Design mem_access_unit, sky130hd; sources not shown.
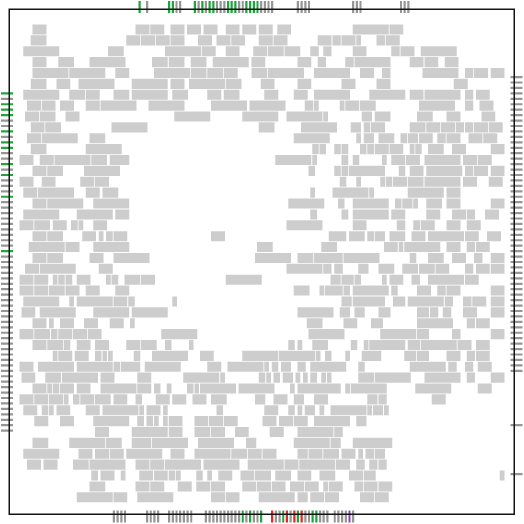
run_1/pins.png
Drawn at 4 px/um. Pins as bars across the die edge, other pins in grey.
colour	port	pins	direction	edge
green	`addr_in`	32	input	14 top, 11 left, 7 bottom
purple	`stall`	1	output	bottom
red	`dm_wstrb`	4	output	bottom
all pins by edge	63 left, 57 right, 53 bottom, 38 top
die width: 126 um
die height: 126 um
Port Buffers: 208

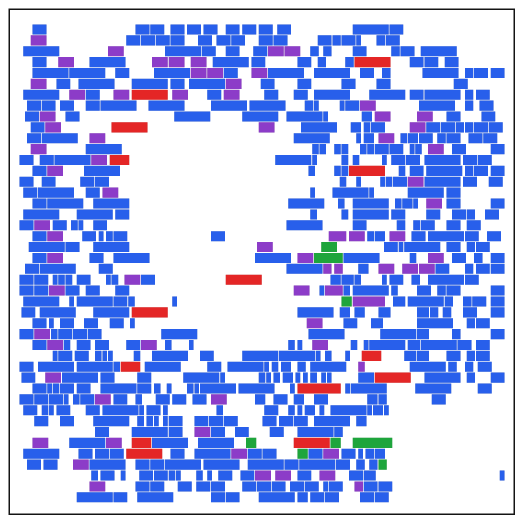
run_1/drive_strength.png
Drawn at 4 px/um.
colour	size	cells
blue	drive 1 or less	553
green	drive 3 to 4	8
purple	drive 2	72
red	drive 6 and up	14
fin worst setup slack: 925 ps
fin area: 7700 um^2
Area Growth Syn to Fin: 48.1%
Non-clk bufs: 215

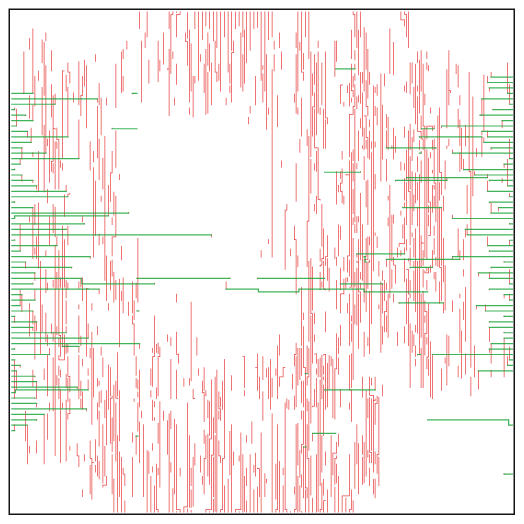
run_1/metal_stack.png
Drawn at 4 px/um. Two of the layers only.
colour	layer	wire length
red	met2	6930 um
green	met3	1230 um
Via Count: 4237
Routed wire per std cell: 17.4 um
all-layer global routing usage: 0.184

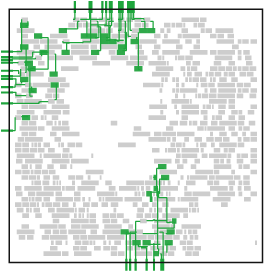
run_1/port_nets.png
Drawn at 2 px/um.
colour	port	bits	direction	end cells	buffers	wire
green	`addr_in`	32	input	39	32	759 um
# IOs: 211

==> flow_summary_export.csv, run 1 <==
group,metric,value,unit
cts,cts_sinks,107,
power,power_combinational,0.00143,W
power,p_int,0.00199,W
worst_setup_path,arrival,4100,ps
power,power_leader,"combinational cells",
yosys,yosys_warnings,0,
yosys,ys_cells,451,
worst_setup_path,crit_fanout,32,
die,nWellTaps,184,
cts,clk_pin_slew,70,ps
worst_setup_path,reg2regPathDepth,4,
final_layout,buffer_area_frac,0.276,
run_status,status,"finished with violations",
final_layout,mostFrequentLayoutCells,"clkdlybuf4s50_1 (157), dfrtp_1 (107), mux2_2 (59)",
timing,hold_viol_final,0,
power,seq_power,0.00115,W
power,p_leak,3.22,nW
die,dieArea,15900,um^2
global_route,overflow,0,
yosys,ys.flops,107,
worst_setup_path,start_kind,"input pin",
detailed_routing,routed_wl,14400,um
timing,setup_viol,0,
placed_design,gp_congestion,0.876,
yosys,yosysChipArea,5200,um^2
yosys,ys_types,41,
power,p_clk,0.000560,W
final_layout,nNetsFinal,749,
final_layout,inverters_excl_clock,4,
worst_setup_path,crit_type,"input pin to output port",
final_layout,lay_top_count,"clkdlybuf4s50_1",
run,maxCapViolCount,2,
timing,skew,3.89,ps
detailed_routing,drt_iter0_markers,278,
worst_hold_path,hold_depth,1,
yosys,ys_seq_frac,0.515,
global_route,grt_pass1_wl,23300,um
placed_design,hpwlAfterDp,10500,um
yosys,avgSynthCellArea,11.5,um^2
cts,clock_latency,350,ps
final_layout,num-multi-input-gates,306,
run,warning_count,26,
timing,fin_tns_setup,0,ps
run_status,failed_checks,"capacitance limit, slew limit",
timing,post-route-min-period,5780,ps
final_layout,drive_gt1_frac,0.145,
power,irDropWorstVdd,0.214,mV
power,power_density,407,nW/um^2
cts,cts_resized,0,
timing,drv_slew,79,
final_layout,largest_class,"flip-flops and latches",
timing,fin_crit_sh,0.862,
cts,cts_root_buffer,"clkbuf_16",
cts,h-tree-depth,3,
final_layout,clock_area_frac,0.0408,
timing,max_slew_margin,-0.355,
final_layout,clockBufferCount,14,
final_layout,comb_share,0.304,
global_route,grt_max_degree,93,
power,switching_share,0.364,
power,power.total,0.00313,W
die,coreArea,14500,um^2
cts,cts_hold_buf,0,
worst_setup_path,cp-end-kind,"output port",
cts,clockBufferDepth,2,
cts,cts_tree,"done",
cts,numCtsBuffers,9,
power,power_frac_comb,0.455,
final_layout,layout.area.comb,2340,um^2
final_layout,seq_share,0.348,
yosys,ys_async_sr_fraction,1.00,
timing,fmax,173,MHz
power,p_switching,0.00114,W
timing,worst_pin_slew,2030,ps
final_layout,regArea,2680,um^2
yosys,syn_area,5200,um^2
detailed_routing,postRouteAntennaNets,0,
[run 1: layer usage]
layer	wire, um	track usage	up-vias
li1	-	-	1984
met1	6010	0.226	2075
met2	6930	0.300	160
met3	1230	0.0620	18
met4	277	0.0730	0
met5	0	0	-
[run 1: kinds of logic after synthesis]
| group | synth area share |
|---|---|
| other | 0.000721 |
| buffers and inverters | 0.0363 |
| flip-flops | 0.515 |
| AND-OR/OR-AND | 0.125 |
| AND/OR/NAND/NOR | 0.116 |
| multiplexers | 0.207 |
[run 1: Yosys cell counts, types with 2 or more instances]
master / count / share of area
a21o_1: 3 / 0.0043
a21oi_1: 24 / 0.023
a221o_1: 10 / 0.019
a221o_2: 6 / 0.013
a22o_1: 9 / 0.015
and2_1: 32 / 0.038
buf_2: 13 / 0.013
buf_4: 5 / 0.0072
clkbuf_1: 15 / 0.011
dfrtp_1: 107 / 0.51
inv_1: 4 / 0.0029
mux2_2: 59 / 0.13
mux2i_1: 39 / 0.075
nand2_1: 29 / 0.021
nand2b_1: 3 / 0.0036
nand3b_1: 10 / 0.014
nor2_1: 23 / 0.017
nor3b_2: 2 / 0.0048
o211ai_1: 2 / 0.0029
o21ai_0: 34 / 0.033
or2_2: 2 / 0.0024
[run 1: metrics by stage]
step | utilization | hold slack (ps) | instances | instance area, um^2 | setup slack [ps]
after global routing | 0.530 | 491 | 831 | 7700 | 715
after global placement | 0.509 | 465 | 815 | 7390 | 1120
final | 0.530 | 476 | 831 | 7700 | 925
after CTS | 0.532 | 488 | 831 | 7730 | 977
after detailed placement | 0.510 | 473 | 816 | 7420 | 985
after floorplan | - | 442 | 452 | 5200 | 177
[run 1: worst max-delay path, cell delays in order]
cell,delay (ps)
dlygate4sd3_1,600
inv_4,240
and3_1,730
and2_1,230
clkdlybuf4s50_1,610
==> run 2: changes to the inputs <==
--- a/config.mk
+++ b/config.mk
@@ -6,7 +6,6 @@
 export NUM_CORES = 1
 export LEC_CHECK = 0
 export CAP_MARGIN = 25
-export CORE_MARGIN = 2
 export CORE_UTILIZATION = 35
 export DETAILED_ROUTE_END_ITERATION = 8
 export PLACE_DENSITY = 0.71
==> flow_summary_export.csv, run 2 <==
group,metric,value,unit
run_status,status,"finished with violations",
run_status,failed_checks,"capacitance limit, slew limit",
global_route,grt_max_degree,64,
global_route,grt_pass1_vias,4227,
cts,cts_sinks,107,
yosys,avgSynthCellArea,11.5,um^2
cts,clockBufferDepth,2,
final_layout,lay_top_count,"clkdlybuf4s50_1",
placed_design,portBuffers,208,
worst_setup_path,critical_path.slowest_cell,"and3_1",
cts,numCtsBuffers,9,
die,io_pins,211,
detailed_routing,viasPerCell,5.06,
global_route,antenna_found_initial,1,
detailed_routing,routed_wl,14100,um
run,warning_count,26,
die,rows,44,
cts,cts_tree,"done",
yosys,ys_cells,451,
timing,whs,502,ps
yosys,ys_top_cells_by_area,"dfrtp_1 (51%), mux2_2 (13%), mux2i_1 (7.5%), and2_1 (3.8%), o21ai_0 (3.3%)",
yosys,syn_area,5200,um^2
yosys,syn_inst,451,
cts,h-tree-depth,3,
cts,clk_pin_slew,70,ps
cts,cts_root_buffer,"clkbuf_16",
worst_setup_path,critical_path_required,5030,ps
global_route,grt_pass1_wl,21800,um
yosys,ys_async_sr_fraction,1.00,
timing,rsz0062_at_grt,"false",
cts,cts_resized,0,
final_layout,n_fill_cell,1312,
detailed_routing,drc_errors,0,
worst_setup_path,crit_fanout,32,
timing,max_slew_margin,-0.926,
yosys,synth_area_leader_cell,"dfrtp_1",
detailed_routing,postRouteAntennaNets,0,
detailed_routing,dr.pass1.iters,4,
timing,drv_slew,96,
die,fp_util,0.358,
timing,fmax,180,MHz
die,dieArea,15400,um^2
worst_hold_path,hold_class,"flip-flop to flip-flop",
placed_design,hpwlAfterDp,10300,um
yosys,yosys_warnings,0,
timing,worst_pin_slew,2890,ps
worst_setup_path,arrival,3870,ps
power,power_density,402,nW/um^2
worst_hold_path,hold_depth,1,
timing,hold_viol_final,0,
detailed_routing,drt_iter0_markers,251,
worst_setup_path,slowest_delay,660,ps
timing,fin_crit_sh,0.828,
global_route,overflow,0,
power,irDropWorstVdd,0.209,mV
worst_setup_path,crit_chain,"dlygate4sd3_1 > clkinvlp_2 > and3_1 > and2_1 > clkdlybuf4s50_1",
yosys,ys_seq_frac,0.515,
worst_setup_path,reg2reg_setup_slack,3820,ps
die,die_h,124,um
die,die_x,124,um
yosys,ys_types,41,
yosys,ys.flops,107,
yosys,yosysChipArea,5200,um^2
yosys,synthFlopType,"dfrtp_1",
final_layout,drive_gt1_frac,0.149,
final_layout,mostFrequentLayoutCells,"clkdlybuf4s50_1 (137), dfrtp_1 (107), dlygate4sd3_1 (71)",
cts,cts_hold_buf,0,
worst_setup_path,crit_type,"input pin to output port",
power,p_leak,3.24,nW
timing,skew,6.91,ps
timing,fin_tns_setup,0,ps
worst_setup_path,cp-end-kind,"output port",
run,maxCapViolCount,2,
final_layout,nNetsFinal,751,
die,coreArea,14500,um^2
cts,cts_setup_buffers,0,
timing,post-route-min-period,5550,ps
cts,clock_latency,350,ps
timing,setup_viol,0,
yosys,ys_top_cells_by_count,"dfrtp_1 (107), mux2_2 (59), mux2i_1 (39), o21ai_0 (34), and2_1 (32)",
worst_setup_path,reg2regPathDepth,4,
yosys,yosysMostFrequentCell,"dfrtp_1",
placed_design,gp_congestion,0.851,
yosys,top_area_frac,0.515,
worst_setup_path,start_kind,"input pin",
yosys,edf_count,0,
## run 2: routing by layer
metal	wire, um	vias up	share of wire	track usage
met3	1090	14	0.077	0.0540
met2	6860	143	0.49	0.314
met4	223	0	0.016	0.0662
met5	0	-	0	0
li1	-	2002	-	-
met1	5920	2062	0.42	0.229
## run 2: cell type report
type / count / area [um^2] / share of cell area
repair buffers: 217 / 2160 / 0.280
clock inverters: 6 / 65.1 / 0.00843
multi-input cells: 306 / 2340 / 0.303
well taps: 184 / 230 / 0.0298
clock buffers: 10 / 229 / 0.0297
diodes: 1 / 2.50 / 0.000324
flip-flops and latches: 107 / 2680 / 0.347
inverters: 4 / 16.3 / 0.00211
## run 2: cell families after synthesis
kind of cell	synth area share
buffers and inverters	0.0363
flip-flops	0.515
other	0.000721
AND-OR/OR-AND	0.125
multiplexers	0.207
AND/OR/NAND/NOR	0.116
## run 2: stage by stage
| step | area [um^2] | total power, W | std cells | setup WS, ps | utilization |
|---|---|---|---|---|---|
| floorplan | 5200 | 0.00198 | 452 | 177 | - |
| global placement | 7410 | 0.00262 | 817 | 1270 | 0.510 |
| detailed placement | 7410 | 0.00266 | 817 | 1230 | 0.510 |
| CTS | 7700 | 0.00321 | 833 | 1230 | 0.530 |
| global route | 7720 | 0.00329 | 834 | 686 | 0.531 |
| finish | 7720 | 0.00311 | 835 | 1150 | 0.531 |
## run 2: critical path: cells and delay by family
kind,cells,cell delay [ps]
simple gates,2,890
buf+inv,3,1290
## run 2: where the power goes
group          switching [W]  internal, W  leakage [nW]
sequential          0.000175     0.000947          1.31
combinational       0.000735     0.000713          1.79
clock               0.000245     0.000291         0.143
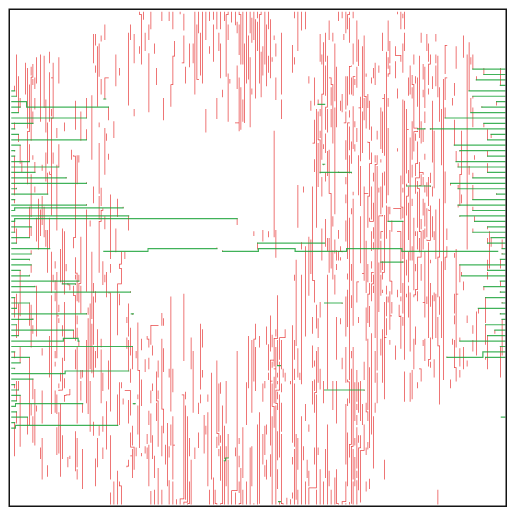
run_2/metal_stack.png
Drawn at 4 px/um. Two of the layers only.
colour	layer	wire length
red	met2	6860 um
green	met3	1090 um
Routed wire per std cell: 16.9 um
all-layer global routing usage: 0.187
Via Count: 4221

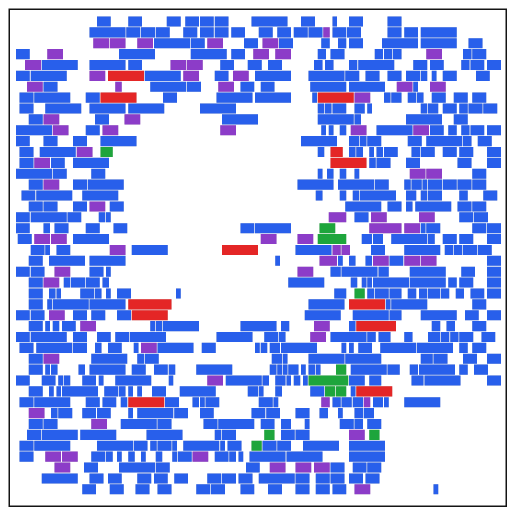
run_2/drive_strength.png
Drawn at 4 px/um.
colour	size	cells
green	drive 3 to 4	11
red	drive 6 and up	12
blue	drive 1 or less	553
purple	drive 2	74
Area Growth Syn to Fin: 48.4%
fin worst setup slack: 1150 ps

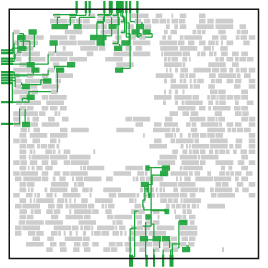
run_2/port_nets.png
Drawn at 2 px/um.
colour	port	bits	direction	end cells	buffers	wire
green	`addr_in`	32	input	39	32	739 um

Power and IR drop assume default switching activity.
